===== src/rtl/dmem_arbiter_pkg.sv =====
// Shared defines for the data-memory arbiter: default widths, func3 size codes,
// FSM state encoding and grant encoding.
package dmem_arbiter_pkg;

    localparam int DEF_ADDR_WIDTH  = 32;
    localparam int DEF_DATA_WIDTH  = 32;
    localparam int DEF_FUNC3_WIDTH = 3;

    localparam logic [DEF_FUNC3_WIDTH-1:0] F3_B  = 3'd0;
    localparam logic [DEF_FUNC3_WIDTH-1:0] F3_H  = 3'd1;
    localparam logic [DEF_FUNC3_WIDTH-1:0] F3_W  = 3'd2;
    localparam logic [DEF_FUNC3_WIDTH-1:0] F3_BU = 3'd4;
    localparam logic [DEF_FUNC3_WIDTH-1:0] F3_HU = 3'd5;

    typedef enum logic [1:0] {
        ST_IDLE   = 2'd0,
        ST_ACCESS = 2'd1,
        ST_RESP   = 2'd2
    } state_t;

    localparam logic GRANT_CPU = 1'b0;
    localparam logic GRANT_DBG = 1'b1;

endpackage


===== src/rtl/dmem_arbiter_align.sv =====
// Combinational misalignment detector for CPU loads/stores; reserved func3
// codes are treated as misaligned so they can never reach memory as a write.
module dmem_align_check
    import dmem_arbiter_pkg::*;
#(
    parameter int Func3Width = DEF_FUNC3_WIDTH
) (
    input  logic [Func3Width-1:0] func3,
    input  logic [1:0]            addr,
    output logic                  misaligned
);

    always_comb begin
        misaligned = 1'b0;
        case (func3)
            F3_B, F3_BU: misaligned = 1'b0;
            F3_H, F3_HU: misaligned = (addr == 2'b11);
            F3_W:        misaligned = (addr != 2'b00);
            default:     misaligned = 1'b1;
        endcase
    end

endmodule


===== src/rtl/dmem_arbiter.sv =====
// Round-robin arbiter sharing one data memory between the CPU MEM stage and a
// word-only debug/loader port; each access takes IDLE -> ACCESS -> RESP.
module dmem_arbiter
    import dmem_arbiter_pkg::*;
#(
    parameter int AddrWidth  = DEF_ADDR_WIDTH,
    parameter int DataWidth  = DEF_DATA_WIDTH,
    parameter int Func3Width = DEF_FUNC3_WIDTH
) (
    input  logic                  clk,
    input  logic                  rst,
    input  logic                  cpu_req,
    input  logic                  cpu_we,
    input  logic [Func3Width-1:0] cpu_func3,
    input  logic [AddrWidth-1:0]  cpu_addr,
    input  logic [DataWidth-1:0]  cpu_wdata,
    output logic [DataWidth-1:0]  cpu_rdata,
    output logic                  cpu_ack,
    output logic                  cpu_err,
    output logic                  cpu_stall,
    input  logic                  dbg_req,
    input  logic                  dbg_we,
    input  logic [AddrWidth-1:0]  dbg_addr,
    input  logic [DataWidth-1:0]  dbg_wdata,
    output logic [DataWidth-1:0]  dbg_rdata,
    output logic                  dbg_ack,
    output logic                  mem_we,
    output logic [Func3Width-1:0] mem_func3,
    output logic [AddrWidth-1:0]  mem_addr,
    output logic [DataWidth-1:0]  mem_wdata,
    input  logic [DataWidth-1:0]  mem_rdata
);

    state_t state, state_nxt;
    logic   grant, grant_nxt, last_grant;
    logic   err_q;
    logic   misaligned;
    logic   access, resp;
    logic   unused_dbg_lsb;

    assign unused_dbg_lsb = &{1'b0, dbg_addr[1:0]};

    dmem_align_check #(.Func3Width(Func3Width)) u_align (
        .func3      (cpu_func3),
        .addr       (cpu_addr[1:0]),
        .misaligned (misaligned)
    );

    assign access = (state == ST_ACCESS);
    assign resp   = (state == ST_RESP);

    always_ff @(posedge clk or posedge rst) begin
        if (rst) begin
            state      <= ST_IDLE;
            grant      <= GRANT_CPU;
            last_grant <= GRANT_DBG;
        end else begin
            state <= state_nxt;
            grant <= grant_nxt;
            if (resp) begin
                last_grant <= grant;
            end
        end
    end

    // Memory is driven only while ACCESS is live; rst gates mem_we directly so a
    // reset landing mid-write drops the strobe before the closing edge.
    always_comb begin
        state_nxt = state;
        grant_nxt = grant;
        mem_we    = 1'b0;
        mem_func3 = '0;
        mem_addr  = '0;
        mem_wdata = '0;
        case (state)
            ST_IDLE: begin
                if (cpu_req && dbg_req) begin
                    grant_nxt = ~last_grant;
                    state_nxt = ST_ACCESS;
                end else if (cpu_req) begin
                    grant_nxt = GRANT_CPU;
                    state_nxt = ST_ACCESS;
                end else if (dbg_req) begin
                    grant_nxt = GRANT_DBG;
                    state_nxt = ST_ACCESS;
                end
            end
            ST_ACCESS: begin
                state_nxt = ST_RESP;
                if (!rst) begin
                    if (grant == GRANT_DBG) begin
                        mem_we    = dbg_we;
                        mem_func3 = F3_W;
                        mem_addr  = {dbg_addr[AddrWidth-1:2], 2'b00};
                        mem_wdata = dbg_wdata;
                    end else begin
                        mem_we    = cpu_we & ~misaligned;
                        mem_func3 = cpu_func3;
                        mem_addr  = cpu_addr;
                        mem_wdata = cpu_wdata;
                    end
                end
            end
            ST_RESP: state_nxt = ST_IDLE;
            default: state_nxt = ST_IDLE;
        endcase
    end

    always_ff @(posedge clk or posedge rst) begin
        if (rst) begin
            cpu_rdata <= '0;
            dbg_rdata <= '0;
            err_q     <= 1'b0;
        end else if (access) begin
            if (grant == GRANT_DBG) begin
                dbg_rdata <= mem_rdata;
            end else begin
                cpu_rdata <= misaligned ? '0 : mem_rdata;
                err_q     <= misaligned;
            end
        end
    end

    assign cpu_ack   = resp && (grant == GRANT_CPU);
    assign dbg_ack   = resp && (grant == GRANT_DBG);
    assign cpu_err   = cpu_ack && err_q;
    assign cpu_stall = cpu_req && !cpu_ack;

endmodule


===== config.mk =====
export PLATFORM = sky130hd
export DESIGN_NAME = dmem_arbiter
export DESIGN_NICKNAME = d
export VERILOG_FILES = /design/src/rtl/dmem_arbiter_pkg.sv /design/src/rtl/dmem_arbiter_align.sv /design/src/rtl/dmem_arbiter.sv
export SDC_FILE = /design/constraint.sdc
export NUM_CORES = 1
export LEC_CHECK = 0
export ABC_AREA = 0
export CORE_AREA = 2 2 118 120
export CTS_BUF_LIST = sky130_fd_sc_hd__clkbuf_8
export CTS_CLUSTER_SIZE = 8
export DETAILED_ROUTE_END_ITERATION = 10
export DIE_AREA = 0 0 120 122
export PLACE_DENSITY = 0.7
export SLEW_MARGIN = 5
export SYNTH_ARGS = -nofsm -noshare
export SYNTH_HDL_FRONTEND = slang
export SYNTH_SLANG_ARGS = --single-unit
export TNS_END_PERCENT = 30

===== constraint.sdc =====
create_clock -name clk -period 6.35 [get_ports clk]
set_input_delay 1.905 -clock clk [delete_from_list [all_inputs] [get_ports clk]]
set_output_delay 1.905 -clock clk [all_outputs]
set_load 0.02 [all_outputs]

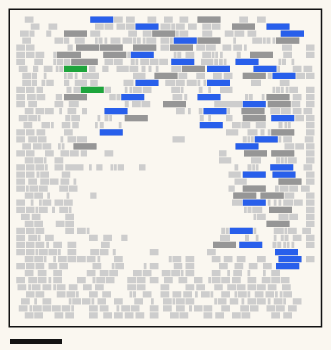
*Where the registers sit*
The bar under the picture is 20 um long.
Blue marks `cpu_rdata`, flops 32. Green marks `state`, flops 2.
Another 35 sequential cells are not colored.

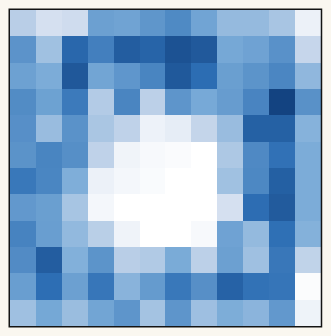
*Local utilization*
12 x 12 tiles, from white (low) to dark blue (high), 0 to 100% covered.
The densest ninth of the die: top center. The emptiest ninth of the die: center. The mean over all tiles is 47%. 6.9% of the tiles are nearly empty. The fullest tile reaches 93%.

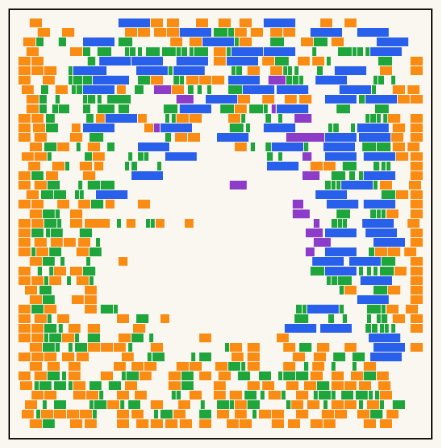
*Cell classes on the final placement*
Orange marks other buffers and delay cells, cells 307, share of their area 45%. Blue marks flip-flops, cells 69, share of their area 25%. Purple marks clock drivers and dummy loads, cells 16, share of their area 2.8%. Green marks all other logic, cells 284, share of their area 27%.

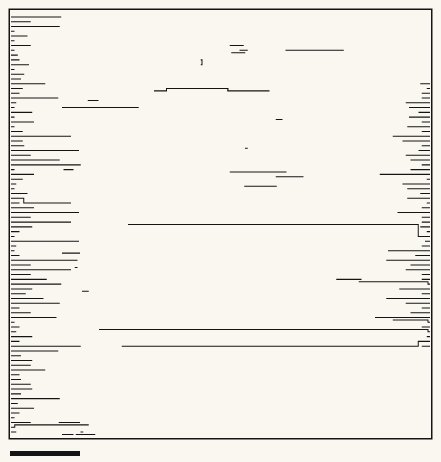
*M3 wires*
The bar under the picture is 20 um long.
157 nets have wire on it. The wires run mostly horizontal. The layer carries 1260 um of wire. The layer holds 9.0% of the routed length.

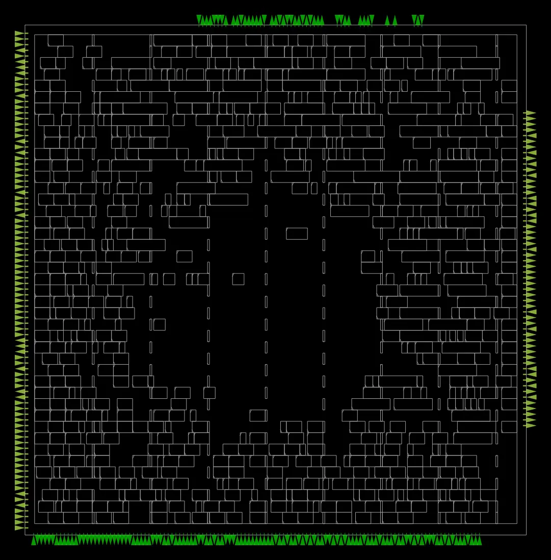
*Placement view*
# fillers: 1222
core region area: 0.0135 mm2
Tapcells: 180

==> results.yml <==
# physical design summary
detailed_routing:
  drt_wl_total_um: 14100
  top_layer: "met4"
  wl_met2_um: 6940
  antenna_left: 0
critical_path:
  crit_start: "rst"
  timing.critical_path.to: "mem_we"
  end_kind: "output port"
  worstPathBufferInverterCount: 4
  crit_path_frequent_cell: "buf_4"
  r2r-end: "cpu_rdata[20]"
job:
  drv_cap: 0
placed_design:
  place_inst: 840
  io_buffer_count: 302
  place_ws_ns: 0.567
  dp_hpwl_um: 11300
yosys:
  top_cell: "dfrtp_1"
  synth.area.mux_share: 0.266
  ys_async_sr_fraction: 1.00
  synthTopCellsByCount: "dfrtp_1 (68), nor2_1 (67), nand2_1 (66)"
  yosys.area_share.xor_xnor: 0
  syn-num-nets: 549
  ys_seq_share: 0.463
  synth-main-ff-cell: "dfrtp_1"
  synth_adder_area_share: 0
final_layout:
  largestRegisters: "cpu_rdata (32), dbg_rdata (32), state (2)"
  nClkBuffers: 9
  buf_share: 0.434
  final_cell_mix: "clkdlybuf4s50_1 (294), nor2_1 (67), dfrtp_1 (67)"
  comb_share: 0.258
timing:
  hold_slack_ns: 0.488
  setup_tns_ns: 0
  report.final.slew_viol_count: 0
  relSlewSlack: 0.182
clock_network:
  numCtsBuffers: 9
  cts.sinks: 69
  insertion_delay_ns: 0.33
  cts.clk_slew.worst_paths_ns: 0.07
global_route:
  grt_max_degree: 71
  grt_pass1_wl_um: 21200
  grt_pass1_vias: 3921
  gr-usage-met2: 0.313
floorplan:
  dieArea_mm2: 0.0146
  chipWidth_um: 120
hold_path:
  hold-path-cell-count: 2
power:
  power_sequential_uw: 757
run_status:
  status: "completed"
Power is estimated from default activity; no workload was simulated.
